Fig. 1: placement by cell class
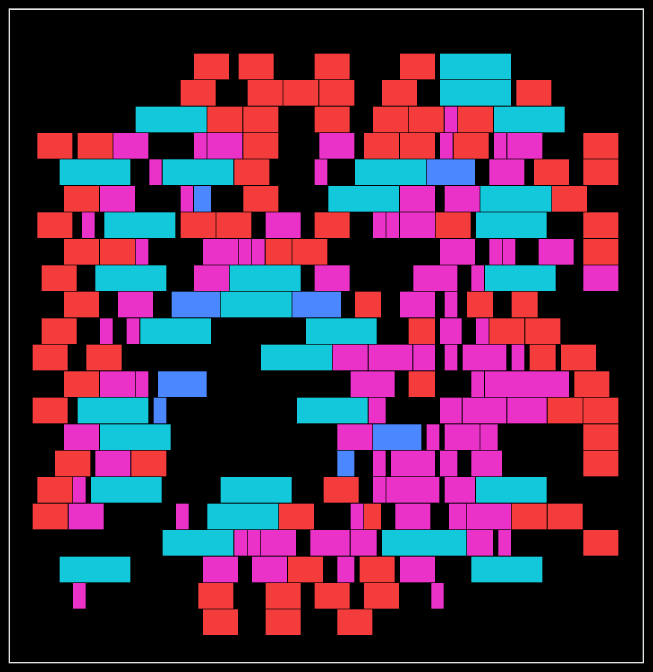
Fig. 2: clock wiring as the flow saved it
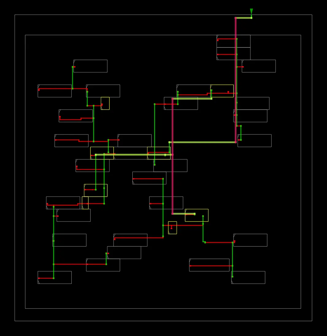
Fig. 3: gate-type map
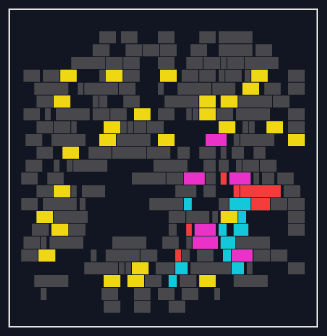
Fig. 4: clock network drawn from the DEF
Bar = 20 microns.
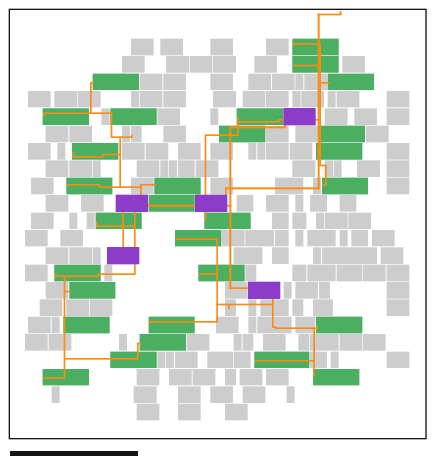
Fig. 5: sequential cells colored by netlist name
Other sequential cells in the stronger gray, the rest of the logic in the fainter gray.
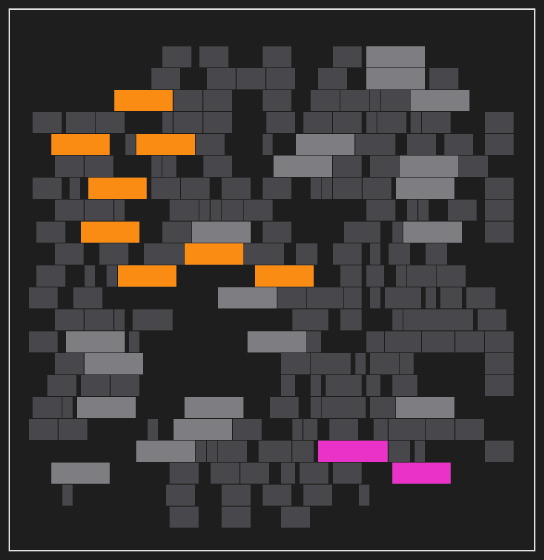
**config.mk**
```make
export PLATFORM = sky130hd
export DESIGN_NAME = lsu_gen2
export DESIGN_NICKNAME = d
export VERILOG_FILES = /design/src/rtl/lsu_gen2_pkg.sv /design/src/rtl/lsu_watchdog.sv /design/src/rtl/lsu_gen2.sv
export SDC_FILE = /design/constraint.sdc
export NUM_CORES = 1
export LEC_CHECK = 0
export CAP_MARGIN = 0
export CORE_AREA = 2 2 63 65
export CTS_CLUSTER_DIAMETER = 150
export DETAILED_ROUTE_END_ITERATION = 12
export DIE_AREA = 0 0 65 67
export PLACE_DENSITY = 0.77
export RECOVER_POWER = 25
export SETUP_SLACK_MARGIN = 0.02
export SLEW_MARGIN = 20
export SYNTH_ARGS = -nofsm -noshare
export SYNTH_HDL_FRONTEND = slang
export SYNTH_SLANG_ARGS = --single-unit
```
**constraint.sdc**
```tcl
create_clock -name clk -period 1.75 [get_ports clk]
set_input_delay 0.175 -clock clk [delete_from_list [all_inputs] [get_ports clk]]
set_output_delay 0.175 -clock clk [all_outputs]
set_load 0.05 [all_outputs]
```
**src/rtl/lsu_gen2_pkg.sv**
```systemverilog
// Shared constants and types for the per-thread load-store unit.
// Core pipeline encodings, FSM state and fault code enums.
package lsu_pkg;

    localparam logic [2:0] CORE_REQUEST = 3'b011;
    localparam logic [2:0] CORE_UPDATE  = 3'b110;

    typedef enum logic [1:0] {
        LSU_IDLE       = 2'b00,
        LSU_REQUESTING = 2'b01,
        LSU_WAITING    = 2'b10,
        LSU_DONE       = 2'b11
    } lsu_state_t;

    typedef enum logic [1:0] {
        FAULT_NONE     = 2'b00,
        FAULT_BOUNDS   = 2'b01,
        FAULT_TIMEOUT  = 2'b10,
        FAULT_CONFLICT = 2'b11
    } lsu_fault_t;

    // Counter width able to hold TIMEOUT; a disabled watchdog still needs one bit.
    function automatic int wd_cnt_width(input int timeout);
        return (timeout > 0) ? $clog2(timeout + 1) : 1;
    endfunction

endpackage

```
**src/rtl/lsu_watchdog.sv**
```systemverilog
// Request watchdog: counts stalled valid cycles and flags the cycle that
// would make the stall count reach TIMEOUT.
module lsu_watchdog
    import lsu_pkg::*;
#(
    parameter int TIMEOUT = 0
) (
    input  logic clk,
    input  logic reset,
    input  logic i_clear,
    input  logic i_count_en,
    output logic o_expired
);

    localparam int CW = wd_cnt_width(TIMEOUT);

    logic [CW-1:0] r_count;

    // Saturate so a disabled watchdog never wraps.
    always_ff @(posedge clk) begin
        if (!reset || i_clear) begin
            r_count <= '0;
        end else if (i_count_en && (r_count != {CW{1'b1}})) begin
            r_count <= r_count + 1'b1;
        end
    end

    // Fires in the stalled cycle that brings the count to TIMEOUT, so valid
    // is high for exactly TIMEOUT cycles before the FSM gives up.
    always_comb begin
        o_expired = (TIMEOUT != 0) && i_count_en && (r_count == CW'(TIMEOUT - 1));
    end

endmodule

```
**src/rtl/lsu_gen2.sv**
```systemverilog
// Per-thread load-store unit: one FSM issues LDR/STR over a valid/ready
// handshake with bounds, conflict and watchdog fault reporting.
module lsu_gen2
    import lsu_pkg::*;
#(
    parameter int DATA_W    = 8,
    parameter int ADDR_W    = 8,
    parameter int MEM_DEPTH = 2 ** ADDR_W,
    parameter int TIMEOUT   = 0
) (
    input  logic              clk,
    input  logic              reset,
    input  logic              enable,
    input  logic [2:0]        core_state,
    input  logic              decoded_mem_read_enable,
    input  logic              decoded_mem_write_enable,
    input  logic [DATA_W-1:0] rs,
    input  logic [DATA_W-1:0] rt,
    output logic              mem_read_valid,
    output logic [ADDR_W-1:0] mem_read_address,
    input  logic              mem_read_ready,
    input  logic [DATA_W-1:0] mem_read_data,
    output logic              mem_write_valid,
    output logic [ADDR_W-1:0] mem_write_address,
    output logic [DATA_W-1:0] mem_write_data,
    input  logic              mem_write_ready,
    output logic [1:0]        lsu_state,
    output logic [DATA_W-1:0] lsu_out,
    output logic              lsu_fault,
    output logic [1:0]        lsu_fault_code
);

    lsu_state_t        r_state;
    lsu_fault_t        r_code;
    logic              r_fault;
    logic              r_rd_vld;
    logic              r_wr_vld;
    logic [ADDR_W-1:0] r_addr;
    logic [DATA_W-1:0] r_wdata;
    logic [DATA_W-1:0] r_out;

    logic w_start;
    logic w_conflict;
    logic w_single;
    logic w_oob;
    logic w_ready;
    logic w_count_en;
    logic w_clear;
    logic w_expired;

    always_comb begin
        w_start    = enable && (core_state == CORE_REQUEST);
        w_conflict = decoded_mem_read_enable && decoded_mem_write_enable;
        w_single   = decoded_mem_read_enable ^ decoded_mem_write_enable;
        // Compare the full operand so high bits beyond ADDR_W also fault.
        w_oob      = 64'(rs) >= 64'(MEM_DEPTH);
        w_ready    = (r_rd_vld && mem_read_ready) || (r_wr_vld && mem_write_ready);
        w_count_en = (r_rd_vld || r_wr_vld) && !w_ready;
        w_clear    = (r_state == LSU_IDLE);
    end

    lsu_watchdog #(
        .TIMEOUT (TIMEOUT)
    ) u_watchdog (
        .clk        (clk),
        .reset      (reset),
        .i_clear    (w_clear),
        .i_count_en (w_count_en),
        .o_expired  (w_expired)
    );

    always_ff @(posedge clk) begin
        if (!reset) begin
            r_state  <= LSU_IDLE;
            r_code   <= FAULT_NONE;
            r_fault  <= 1'b0;
            r_rd_vld <= 1'b0;
            r_wr_vld <= 1'b0;
            r_addr   <= '0;
            r_wdata  <= '0;
            r_out    <= '0;
        end else begin
            case (r_state)
                LSU_IDLE: begin
                    if (w_start) begin
                        if (w_conflict) begin
                            r_state <= LSU_DONE;
                            r_fault <= 1'b1;
                            r_code  <= FAULT_CONFLICT;
                        end else if (w_single && w_oob) begin
                            r_state <= LSU_DONE;
                            r_fault <= 1'b1;
                            r_code  <= FAULT_BOUNDS;
                        end else if (w_single) begin
                            r_state  <= LSU_REQUESTING;
                            r_addr   <= rs[ADDR_W-1:0];
                            r_rd_vld <= decoded_mem_read_enable;
                            r_wr_vld <= decoded_mem_write_enable;
                            if (decoded_mem_write_enable) begin
                                r_wdata <= rt;
                            end
                        end
                    end
                end
                LSU_REQUESTING, LSU_WAITING: begin
                    // Ready wins over a same-cycle watchdog expiry.
                    if (w_ready) begin
                        r_state  <= LSU_DONE;
                        r_rd_vld <= 1'b0;
                        r_wr_vld <= 1'b0;
                        if (r_rd_vld) begin
                            r_out <= mem_read_data;
                        end
                    end else if (w_expired) begin
                        r_state  <= LSU_DONE;
                        r_rd_vld <= 1'b0;
                        r_wr_vld <= 1'b0;
                        r_fault  <= 1'b1;
                        r_code   <= FAULT_TIMEOUT;
                    end else begin
                        r_state <= LSU_WAITING;
                    end
                end
                LSU_DONE: begin
                    if (core_state == CORE_UPDATE) begin
                        r_state <= LSU_IDLE;
                        r_fault <= 1'b0;
                        r_code  <= FAULT_NONE;
                    end
                end
                default: r_state <= LSU_IDLE;
            endcase
        end
    end

    always_comb begin
        mem_read_valid    = r_rd_vld;
        mem_read_address  = r_addr;
        mem_write_valid   = r_wr_vld;
        mem_write_address = r_addr;
        mem_write_data    = r_wdata;
        lsu_state         = r_state;
        lsu_out           = r_out;
        lsu_fault         = r_fault;
        lsu_fault_code    = r_code;
    end

endmodule
```
==> results.sh <==
# flow metrics
export IMPL_post_cts_buffers=0
export IMPL_outcome="finished clean"
export IMPL_grt_pass1_vias=1232
export IMPL_fp_util_pct=37.1
export IMPL_syn_to_final_growth_pct=61.8
export IMPL_reg2reg_slack_ns=0.11
export IMPL_holdCritPathClass="flop to flop"
export IMPL_cts_tree="yes"
export IMPL_cpMaxStageDelayCell="clkdlybuf4s50_1"
export IMPL_async_flop_share_pct=0
export IMPL_routedWlPerCell_microns=13.1
export IMPL_rsz0062_at_grt="false"
export IMPL_overflow=0
export IMPL_clockBufferDepth=2
export IMPL_track_usage_pct=16.1
export IMPL_startpoint="lsu_state[1]$_SDFFE_PN0P_"
export IMPL_drc=0
export IMPL_fp_coreArea_sq_mm=0.00361
export IMPL_slew_headroom_pct=65.3
export IMPL_ctsRootBufferMaster="clkbuf_8"
export IMPL_cpPeakStageDelay_ns=0.83
export IMPL_synthesis_area_sq_mm=0.00134
export IMPL_place_congestion=0.757
export IMPL_crit_chain="clkdlybuf4s50_1"
export IMPL_critPathKind="flop to output port"
export IMPL_ff_type="dfxtp_1"
export IMPL_endpoint_kind="output port"
export IMPL_holdPathStages=2
export IMPL_crit_arrival_ns=1.49
export IMPL_totalWireLength_microns=3320
export IMPL_antenna_found_initial=0
export IMPL_yosysWarnings=0
export IMPL_period_used_pct=95.1
export IMPL_grt_pass1_wl_microns=5340
export IMPL_post_cts_resized=0
export IMPL_drtIter0Drc=37
export IMPL_firstDrtPassIters=4
export IMPL_dp_cells=245
export IMPL_max_freq_ghz=0.601
export IMPL_timing_final_ws_setup_ns=0.0863
export IMPL_drv_slew=0
export IMPL_holdPathEnd="lsu_out[4]$_SDFFE_PN0P_"
export IMPL_grt_max_degree=19
export IMPL_viasPerCell=4.66
export IMPL_port_buffers=72
export IMPL_n_antenna_cell=0
export IMPL_maxCapViolations=0
export IMPL_synth_avg_cell_area_sq_um=10.1
Back to the opening pictures, Fig. 1:
[clock drivers and dummy loads] blue | cells: 8 | share of their area: 3.9%
[other buffers and delay cells] red | cells: 80 | share of their area: 37%
[all other logic] magenta | cells: 88 | share of their area: 31%
[flip-flops] cyan | cells: 29 | share of their area: 28%

Back to the opening pictures, Fig. 2:
Late-Pin Clk Latency: 0.27 ns
Clock buffer cells: 6
CTS buffer count: 5
Sink Count: 29
flop count: 29

Back to the opening pictures, Fig. 3:
[adder and majority cells] magenta | cells: 6 | most used: ha_1
[NAND gates] red | cells: 6 | most used: nand2_1
[multiplexers] yellow | cells: 26 | most used: mux2i_1 | where: all over the die
[inverting AOI/OAI gates] cyan | cells: 10 | most used: a21oi_1

Back to the opening pictures, Fig. 4:
[flip-flops] green | count: 29
[cells driving clock nets] purple | count: 5
[clock wires] orange | length: 388 microns
routed clock nets: 6
flops lie: all over the die
clock power share: 27.3%
clk pwr: 0.000517 W
Final Skew: 0.00308 ns

Back to the opening pictures, Fig. 5:
[mem_read_address] orange | placed flops: 8
[lsu_state] magenta | placed flops: 2
not colored: 19
FF+latch area: 584 sq um
Finished Core Util: 60.0%
sequential power: 0.000722 W
Seq/total area: 27.0%

==> Yosys cell counts, types with 2 or more instances <==
cell type  count  share of area [%]
dfxtp_1       29                 43
mux2i_1       26                 19
nor2_1        24                6.7
buf_4         11                6.2
ha_1           6                5.6
inv_1          6                1.7
a21oi_1        4                1.5
nand2_1        4                1.1
a311oi_1       2                1.3
a32o_1         2                1.5
clkbuf_1       2               0.56
==> kinds of logic (layout without fill, tap and decap cells) <==
| family | after synthesis | count (layout) | share of synthesized area [%] |
|---|---|---|---|
| AOI/OAI and AO/OA | 13 | 13 | 7.49 |
| adders and majority gates | 6 | 6 | 5.62 |
| buffers and inverters | 22 | 95 | 9.92 |
| DFF | 29 | 29 | 43.4 |
| muxes | 26 | 26 | 19.5 |
| and+or+nand+nor | 36 | 36 | 14.0 |
==> power breakdown <==
| part | total (W) | switching [W] | internal [W] | leakage [nW] |
|---|---|---|---|---|
| Sequential | 0.000722 | 0.0000276 | 0.000694 | 0.235 |
| Combinational | 0.000654 | 0.000381 | 0.000274 | 0.588 |
| Clock | 0.000517 | 0.000243 | 0.000275 | 0.0450 |
| Total | 0.00189 | 0.000651 | 0.00124 | 0.867 |
==> per-layer routing <==
layer | vias to the layer above | global-route usage [%] | wire [microns]
li1 | 584 | - | -
met4 | 0 | 6.65 | 52
met2 | 42 | 30.5 | 1760
met5 | - | 0 | 0
met3 | 5 | 4.90 | 225
met1 | 547 | 16.2 | 1280
==> how the worst max path moves through the flow <==
stage	endpoint	cells past startpoint
detailed placement	mem_write_data[0]$_SDFFE_PN0P_	8
CTS	mem_read_valid	1
global placement	mem_write_data[2]$_SDFFE_PN0P_	8
global route	mem_read_valid$_SDFFE_PN0P_	6
floorplan	lsu_out[0]$_SDFFE_PN0P_	7
finish	lsu_state[1]	1
==> placed cells by master, fill, tap and decap left out, types with 2 or more instances in the layout <==
cell | netlist | layout
clkdlybuf4s50_1 | 0 | 72
a32o_1 | 2 | 2
mux2i_1 | 26 | 26
dfxtp_1 | 29 | 28
clkbuf_8 | 0 | 5
nor2_1 | 24 | 24
clkinv_2 | 0 | 2
ha_1 | 6 | 5
inv_1 | 6 | 6
a21oi_1 | 4 | 4
buf_4 | 11 | 7
a311oi_1 | 2 | 2
nand2_1 | 4 | 4
==> final cells by class <==
| type | count | area [sq um] |
|---|---|---|
| clock inverter | 2 | 10.0 |
| inverter | 7 | 26.3 |
| sequential | 29 | 584 |
| tap | 48 | 60.1 |
| clock buffer | 6 | 72.6 |
| multi-input combinational | 81 | 631 |
| timing repair buffer | 80 | 778 |
| fill | 331 | 1440 |
==> registers in the layout, summed over array words and instances (netlist names) <==
register	count
lsu_out	8
mem_read_address	8
mem_write_data	8
lsu_state	2
lsu_fault_code	1
mem_read_valid	1
mem_write_valid	1
==> stage by stage <==
step / instance area (sq um) / util [%]
floorplan: 1350 / -
global placement: 2080 / 57.8
detailed placement: 2080 / 57.8
CTS: 2170 / 60.1
global route: 2160 / 60.0
finish: 2160 / 60.0
Power and IR drop assume default switching activity.
